[src/rtl/varredura_pkg.sv]
// Shared types and constants for the truth-table sweep controller.
// Holds the state enum, hold-counter width and default parameters.
package varredura_pkg;

  typedef enum logic [1:0] {
    IDLE,
    RUN,
    DONE
  } estado_t;

  localparam int HOLD_W   = 4;
  localparam int N_DEF    = 3;
  localparam int HOLD_DEF = 1;

endpackage

[src/rtl/temporizador_hold.sv]
// Hold-window counter: counts cycles spent on one input combination.
// Ports: clk, reset (async, high), clear, en; fim = last cycle of window.
module temporizador_hold
  import varredura_pkg::*;
#(
  parameter int HOLD = HOLD_DEF
) (
  input  logic clk,
  input  logic reset,
  input  logic clear,
  input  logic en,
  output logic fim
);

  localparam logic [HOLD_W-1:0] LIM = HOLD_W'(HOLD - 1);

  logic [HOLD_W-1:0] count;

  assign fim = (count == LIM);

  always_ff @(posedge clk or posedge reset) begin
    if (reset) begin
      count <= '0;
    end else if (clear) begin
      count <= '0;
    end else if (en) begin
      count <= fim ? '0 : count + 1'b1;
    end
  end

endmodule

[src/rtl/varredura_tabela.sv]
// Sweeps abc through all 2^N combinations, samples s_in into result
// and flags result != expected. Ports: clk, reset, start, expected,
// abc, s_in, busy, done, result, mismatch.
module varredura_tabela
  import varredura_pkg::*;
#(
  parameter int N    = N_DEF,
  parameter int HOLD = HOLD_DEF
) (
  input  logic            clk,
  input  logic            reset,
  input  logic            start,
  input  logic [2**N-1:0] expected,
  output logic [N-1:0]    abc,
  input  logic            s_in,
  output logic            busy,
  output logic            done,
  output logic [2**N-1:0] result,
  output logic            mismatch
);

  localparam int W = 2**N;

  estado_t        state;
  logic [W-1:0]   exp_q;
  logic [W-1:0]   result_next;
  logic           fim;
  logic           accept;
  logic           run;
  logic           last;

  assign accept = (state == IDLE) && start;
  assign run    = (state == RUN);
  assign last   = (abc == {N{1'b1}});

  // Result including the bit written on the current sample edge, so
  // the final compare sees the complete table.
  always_comb begin
    result_next      = result;
    result_next[abc] = s_in;
  end

  temporizador_hold #(
    .HOLD (HOLD)
  ) u_hold (
    .clk   (clk),
    .reset (reset),
    .clear (accept),
    .en    (run),
    .fim   (fim)
  );

  always_ff @(posedge clk or posedge reset) begin
    if (reset) begin
      state    <= IDLE;
      abc      <= '0;
      result   <= '0;
      mismatch <= 1'b0;
      busy     <= 1'b0;
      done     <= 1'b0;
      exp_q    <= '0;
    end else begin
      unique case (state)
        IDLE: begin
          if (start) begin
            state    <= RUN;
            abc      <= '0;
            result   <= '0;
            mismatch <= 1'b0;
            exp_q    <= expected;
            busy     <= 1'b1;
          end
        end
        RUN: begin
          if (fim) begin
            result <= result_next;
            if (last) begin
              state    <= DONE;
              busy     <= 1'b0;
              done     <= 1'b1;
              mismatch <= (result_next != exp_q);
            end else begin
              abc <= abc + 1'b1;
            end
          end
        end
        DONE: begin
          done  <= 1'b0;
          state <= IDLE;
        end
        default: begin
          state <= IDLE;
        end
      endcase
    end
  end

endmodule

[config.mk]
export PLATFORM = sky130hd
export DESIGN_NAME = varredura_tabela
export DESIGN_NICKNAME = d
export VERILOG_FILES = /design/src/rtl/varredura_pkg.sv /design/src/rtl/temporizador_hold.sv /design/src/rtl/varredura_tabela.sv
export SDC_FILE = /design/constraint.sdc
export NUM_CORES = 1
export LEC_CHECK = 0
export ABC_CLOCK_PERIOD_IN_PS = 5420
export CORE_ASPECT_RATIO = 0.8
export CORE_MARGIN = 10
export CORE_UTILIZATION = 50
export CTS_CLUSTER_DIAMETER = 120
export DETAILED_ROUTE_END_ITERATION = 8
export GPL_TIMING_DRIVEN = 0
export PLACE_DENSITY_LB_ADDON = 0.15
export SKIP_CTS_REPAIR_TIMING = 1
export SLEW_MARGIN = 15
export SYNTH_ARGS = -nofsm -noshare
export SYNTH_HDL_FRONTEND = slang
export SYNTH_SLANG_ARGS = --single-unit
[constraint.sdc]
create_clock -name clk -period 5.42 [get_ports clk]
set_input_delay 1.084 -clock clk [delete_from_list [all_inputs] [get_ports clk]]
set_output_delay 1.084 -clock clk [all_outputs]
set_load 0.05 [all_outputs]
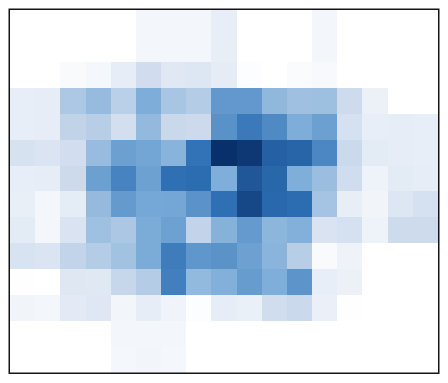
metal_density.png
17 x 14 tiles, from white (low) to dark blue (high), scaled to the fullest tile. Values are wire area over tile area, all layers added.
fullest tile: 0.52
tiles over half the peak: 16%
emptiest ninth of the die: bottom right
nearly empty tiles: 32%
densest ninth of the die: middle
mean over tiles: 0.11
Tot GR Track Use: 13.8%
drt wl/cell: 16.8 um
drt total wl: 4150 um

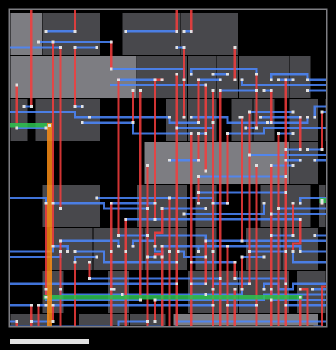
detail.png
The bar under the picture is 5 um long. Region (32, 40) to (52, 60) um. Cells in grey, sequential cells in the stronger grey; small squares are vias.
[orange] metal 4
[blue] metal 1
[green] metal 3
[red] metal 2
cells with their middle in the window: 32
sequential cells in the window: 2
netlist names of flops here include: `exp_q` (2)

==> reports/metrics.cfg <==
[timing]
slew_headroom_pct = 31.2
hold_violations = 0
finalClockPeriodUsage_pct = 51.1
worst_pin_slew_ps = 1030
post-route-min-period_ps = 2770
hold_slack_ps = 547
finalSetupTns_ps = 0
finClkSkew_ps = 7.11

[global_route]
grt_pass1_wl_um = 7110
grt_max_degree = 29
grtUsageMet1_pct = 18.1
grt_use_met2_pct = 21.2
grt-busiest-layer = met2
antenna_found_initial = 0

[route]
route.met2.wl_um = 1900
avgViaCountPerCell = 5.90
met3_wirelength_um = 289
drtIter0Drc = 147
vias = 1458

[setup_path]
crit_family = buffers and inverters
slowest_stage = clkdlybuf4s50_1
endpoint = abc[2]
cp_slowest_stage_delay_ps = 870
crit_buf_inv = 1
r2r_slack_ps = 3090

[synthesis]
synth.comb.largest_family = AND-OR/OR-AND gates
enable_flop_cells = 0
top_area_share_pct = 41.8
yosysUniqueCellTypes = 45
simple_gate_share_pct = 16.9
flop_cell = dfrtp_1
ys_top_cells_by_count = 28 x dfrtp_1, 20 x nand2_1, 18 x o21ai_0
most_common_cell = dfrtp_1
yosys.stat.chipArea_um2 = 1680
async_flop_share_pct = 100
ys_ff = 28
synthMuxAreaShare_pct = 4.55
avgSynthCellArea_um2 = 9.37
synth_warnings = 0

[die]
die_height_um = 71.8
fp_util_pct = 53.2
taps = 40
ioPinCount = 26
fp.coreArea_um2 = 3150

[cts]
cts_sinks = 28
clock_latency_ps = 280
htree_num_levels = 1
cts_root_buf = clkbuf_8

[cells_and_area]
seq_area_um2 = 701
seq_share_pct = 34.6
lay_top_count = dfrtp_1
nNetsFinal = 224
n_clock_buffer = 4
fin_area_um2 = 2020
logic_area_um2 = 877
comb_share_pct = 43.4
reg.largest.list = exp_q: 8 flops, result: 8 flops, u_hold.count: 4 flops
largest_cell_class = logic gates

[outcome]
status = finished clean

[pwr]
power.leakage_nw = 0.848
clock_power_mw = 0.131
sw_frac_of_total_pct = 46.0
p_total_mw = 1.16
power.share.sequential_pct = 32.8
pwr-share-comb_pct = 56.0

Power and IR drop assume default switching activity.
